**src/rtl/seq_detect_ctrl.sv**
```systemverilog
// Serial 3-bit pattern detector: accepts one word, shifts it MSB first, counts
// pattern matches (overlapping or not) and hands out a per-word match count.
module seq_detect_ctrl #(
    parameter int WIDTH = 8,
    parameter int CNT_W = 16
) (
    input  logic             clk,
    input  logic             rst,
    input  logic [WIDTH-1:0] in_data,
    input  logic             in_valid,
    output logic             in_ready,
    input  logic [2:0]       pat,
    input  logic             ovl,
    input  logic             abort,
    output logic             hit,
    output logic             out_valid,
    input  logic             out_ready,
    output logic [2:0]       out_count,
    output logic [CNT_W-1:0] tot_matches
);

    // state | meaning
    // IDLE  | waiting for a word, in_ready=1
    // SHIFT | consuming one bit per clock, MSB first
    // DONE  | out_count valid, waiting for out_ready
    localparam logic [1:0] IDLE  = 2'd0;
    localparam logic [1:0] SHIFT = 2'd1;
    localparam logic [1:0] DONE  = 2'd2;

    localparam int BCW = $clog2(WIDTH + 1);
    localparam logic [BCW-1:0] LAST_BIT = BCW'(WIDTH - 1);

    logic [1:0]       state;
    logic [WIDTH-1:0] shift_reg;
    logic [2:0]       hist;
    logic [1:0]       hist_cnt;
    logic [BCW-1:0]   bit_cnt;
    logic [2:0]       pat_q;
    logic             ovl_q;

    logic       bit_in;
    logic [2:0] hist_nxt;
    logic [1:0] cnt_inc;
    logic       match;
    logic       last_bit;

    assign in_ready  = (state == IDLE);
    assign out_valid = (state == DONE);

    always_comb begin
        bit_in   = shift_reg[WIDTH-1];
        hist_nxt = {hist[1:0], bit_in};
        cnt_inc  = (hist_cnt == 2'd3) ? 2'd3 : hist_cnt + 2'd1;
        match    = (state == SHIFT) && (cnt_inc == 2'd3) && (hist_nxt == pat_q);
        last_bit = (bit_cnt == LAST_BIT);
    end

    always_ff @(posedge clk or negedge rst) begin
        if (!rst) begin
            state       <= IDLE;
            shift_reg   <= '0;
            hist        <= '0;
            hist_cnt    <= '0;
            bit_cnt     <= '0;
            pat_q       <= '0;
            ovl_q       <= 1'b0;
            hit         <= 1'b0;
            out_count   <= '0;
            tot_matches <= '0;
        end else begin
            hit <= 1'b0;
            case (state)
                IDLE: begin
                    if (in_valid) begin
                        shift_reg <= in_data;
                        pat_q     <= pat;
                        ovl_q     <= ovl;
                        hist      <= '0;
                        hist_cnt  <= '0;
                        bit_cnt   <= '0;
                        out_count <= '0;
                        state     <= SHIFT;
                    end
                end
                SHIFT: begin
                    // an abort drops the word, including any match on this edge
                    if (abort) begin
                        state <= IDLE;
                    end else begin
                        shift_reg <= shift_reg << 1;
                        hist      <= hist_nxt;
                        bit_cnt   <= bit_cnt + BCW'(1);
                        if (match) begin
                            hit       <= 1'b1;
                            out_count <= out_count + 3'd1;
                            if (tot_matches != {CNT_W{1'b1}})
                                tot_matches <= tot_matches + CNT_W'(1);
                            hist_cnt  <= ovl_q ? cnt_inc : 2'd0;
                        end else begin
                            hist_cnt  <= cnt_inc;
                        end
                        if (last_bit)
                            state <= DONE;
                    end
                end
                DONE: begin
                    if (out_ready)
                        state <= IDLE;
                end
                default: state <= IDLE;
            endcase
        end
    end

endmodule
```
**config.mk**
```make
export PLATFORM = sky130hd
export DESIGN_NAME = seq_detect_ctrl
export DESIGN_NICKNAME = d
export VERILOG_FILES = /design/src/rtl/seq_detect_ctrl.sv
export SDC_FILE = /design/constraint.sdc
export NUM_CORES = 1
export LEC_CHECK = 0
export CAP_MARGIN = 20
export CORE_ASPECT_RATIO = 1.75
export CORE_MARGIN = 3
export CORE_UTILIZATION = 40
export CTS_CLUSTER_SIZE = 40
export DETAILED_ROUTE_END_ITERATION = 8
export GPL_TIMING_DRIVEN = 0
export SYNTH_ARGS = -nofsm -noshare
export SYNTH_HDL_FRONTEND = slang
export SYNTH_SLANG_ARGS = --single-unit
```
**constraint.sdc**
```tcl
create_clock -name clk -period 4 [get_ports clk]
set_clock_uncertainty 0.2 [all_clocks]
set_input_delay 1 -clock clk [delete_from_list [all_inputs] [get_ports clk]]
set_output_delay 1 -clock clk [all_outputs]
set_load 0.03 [all_outputs]
```
Figure 1. Where the registers sit.
Bar = 20 um.
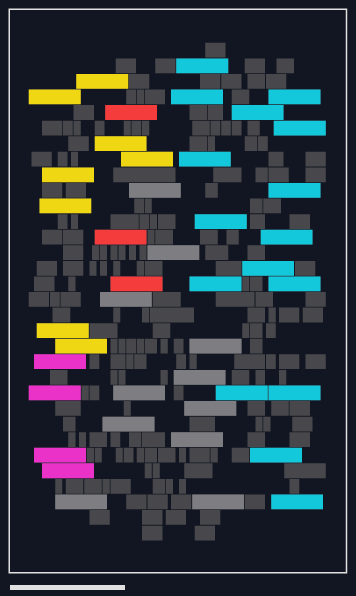
Key: tot_matches = cyan [flops 16]; bit_cnt = magenta [flops 4, where south-west]; shift_reg = yellow [flops 8]; pat_q = red [flops 3]

Figure 2. I/O nets highlighted.
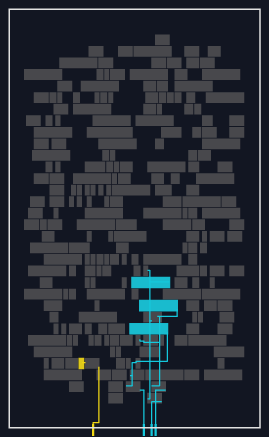
Key: out_valid = yellow [direction output, end cells 1, buffers 1, wire 15.8 um]; out_count = cyan [direction output, end cells 3, buffers 3, wire 117 um]
PortBufs: 38
Ports: 39

Figure 3. The clock network.
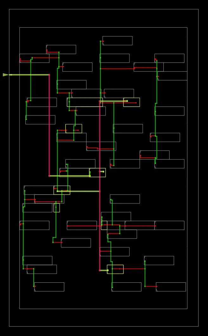
clk_lat worst skew: 300 ps
cts bufs inserted: 5

-- layer usage --
metal	global-route usage [%]	wire length, um
met1	16.26	1479
met2	26.70	2222
met3	3.307	160
met4	7.330	102
met5	0	0
-- critical path, cell delays in order --
cell and delay [ps]:
clkdlybuf4s50_1 430, nand4bb_1 270, nor4_4 430, a21boi_4 410
mux2_2 370
-- layout make-up --
class	count	area, um2	area share (%)
multi-input cells	131	854.6	34.06
inverters	4	15.01	0.5985
repair buffers	39	395.4	15.76
well taps	51	63.81	2.544
flip-flops and latches	42	1051	41.90
plain buffers	5	20.02	0.7980
clock inverters	3	40.04	1.596
clock buffers	5	68.82	2.743
==> flow_summary.ini <==
; flow metrics
[worst_hold_path]
min_from = shift_reg[3]$_DFFE_PN0P_
holdPathEnd = shift_reg[3]$_DFFE_PN0P_
min_path_cells = 2
hold_class = reg2reg

[yosys]
yosysCellCount = 182
yosys_warnings = 0
logic_family = simple AND/OR/NAND/NOR gates
ys_sh_mux_pct = 4.707
ys_area_um2 = 1941
ys_seq_share_pct = 54.16
top_area_cell = dfrtp_1
ys_seq_elements = 42
yosysTopAreaCellShare_pct = 54.16
synthAdderAreaFrac_pct = 1.934
synth.net_count = 202
xor_area_share_pct = 9.026
simple_gate_area_share_pct = 20.89
netlist_instances = 182
synth-async-reset-ratio_pct = 100.0
edf_count = 0
synth.cellmix.compoundShare_pct = 7.479
synth.distinct_cells = 35
post_synth.cell_area_avg_um2 = 10.66
netlist_area_um2 = 1941
area_leaders = dfrtp_1 (54%), nand2_1 (6.8%), xnor2_1 (4.5%)
ys.flop_type = dfrtp_1
most_common_cell = dfrtp_1
yosys-top-cells-count = dfrtp_1 (42), nand2_1 (35), nor2_1 (11), o21ai_0 (11)

[placement]
dp_hpwl_mm = 2.908
gp_congestion = 0.7987
place_ws_ps = 746.9
dpl_cell_area_um2 = 2400
dp_cells = 272

[power_and_ir_drop]
p_switching_mw = 0.3710
maxPowerGroup = sequential cells
peakVddDrop_mv = 0.3429
pg_clk_mw = 0.326
pwr-share-seq_pct = 48.4
p_int_mw = 0.8137
powerSeq_mw = 0.574
p_total_mw = 1.185
p_comb_mw = 0.285
p_per_area_nw_per_um2 = 472.2
netSwitchingFraction_pct = 31.31
power_frac_comb_pct = 24.0
leakagePower_nw = 1.140
power.share.clock_pct = 27.6

[sta]
fmax_mhz = 342.8
worst_slack_ps = 1083
setup_viol = 0
relSlewSlack_pct = 56.78
whs_ps = 288.3
tightest_slew_ps = 648.3
setup-tns-final_ps = 0
period_used_pct = 72.94
slew_viol_final = 0
rsz0062_at_grt = false
fin_crit_ps = 2917
hold_viol = 0

[global_route]
grt.total_usage_pct = 15.07
overflow = 0
grt_max_degree = 43
grt_pass1_vias = 1492
grt_pass1_wl_mm = 6.720
antenna_found_initial = 0

[flow_run]
warnings = 26
drv_cap = 0

[finish]
fillers = 408
utilization_pct = 55.45
stdcell_count = 280
nets = 248
layout-drive-gt1-share_pct = 9.170
largest_reg_flops = 16
lay_top_count = dfrtp_1
stdcell_area_um2 = 2509
areaGrowthSynthToFinish_pct = 29.27
final_cell_mix = dfrtp_1 (42), clkdlybuf4s50_1 (37), nand2_1 (35), nor2_1 (11), o21ai_0 (11)
diodes = 0

[cts]
htree_levels = 2
ctsRootBufferMaster = clkbuf_8
cts_tree = yes
cts_resized = 0
cts_hold_buffers = 0
cts_setup_buffers = 0
clkTransAtPathRegs_ps = 80
cts.sinks = 42
clk_path_buf_depth = 2

[worst_setup_path]
cp.arrival_ps = 2910
cp-endpoint = tot_matches[1]$_DFFE_PN0P_
r2r-start = shift_reg[7]$_DFFE_PN0P_
r2r_setup_slack_ps = 1770
start_kind = input port
setup.worst_path.class = in2reg
crit_fanout = 10
reg2reg_to = tot_matches[1]$_DFFE_PN0P_
required_ps = 3990
endpoint_kind = flip-flop
rr_worst_depth = 4
crit_start = abort

[route]
routedWlPerCell_um = 14.16
num_vias = 1482
dr.pass1.iters = 4
ant_nets = 0
wl_mm = 3.965
vias_per_cell = 5.293
drt-initial-drc-count = 16
drc = 0

[die]
dieWidth_um = 58.65
fp-utilization_pct = 42.89
die_h_um = 98.14
fp-row-count = 32
core_area_um2 = 4524
die_area_um2 = 5756

[outcome]
status = finished, final reports clean
Power and IR drop assume default switching activity.
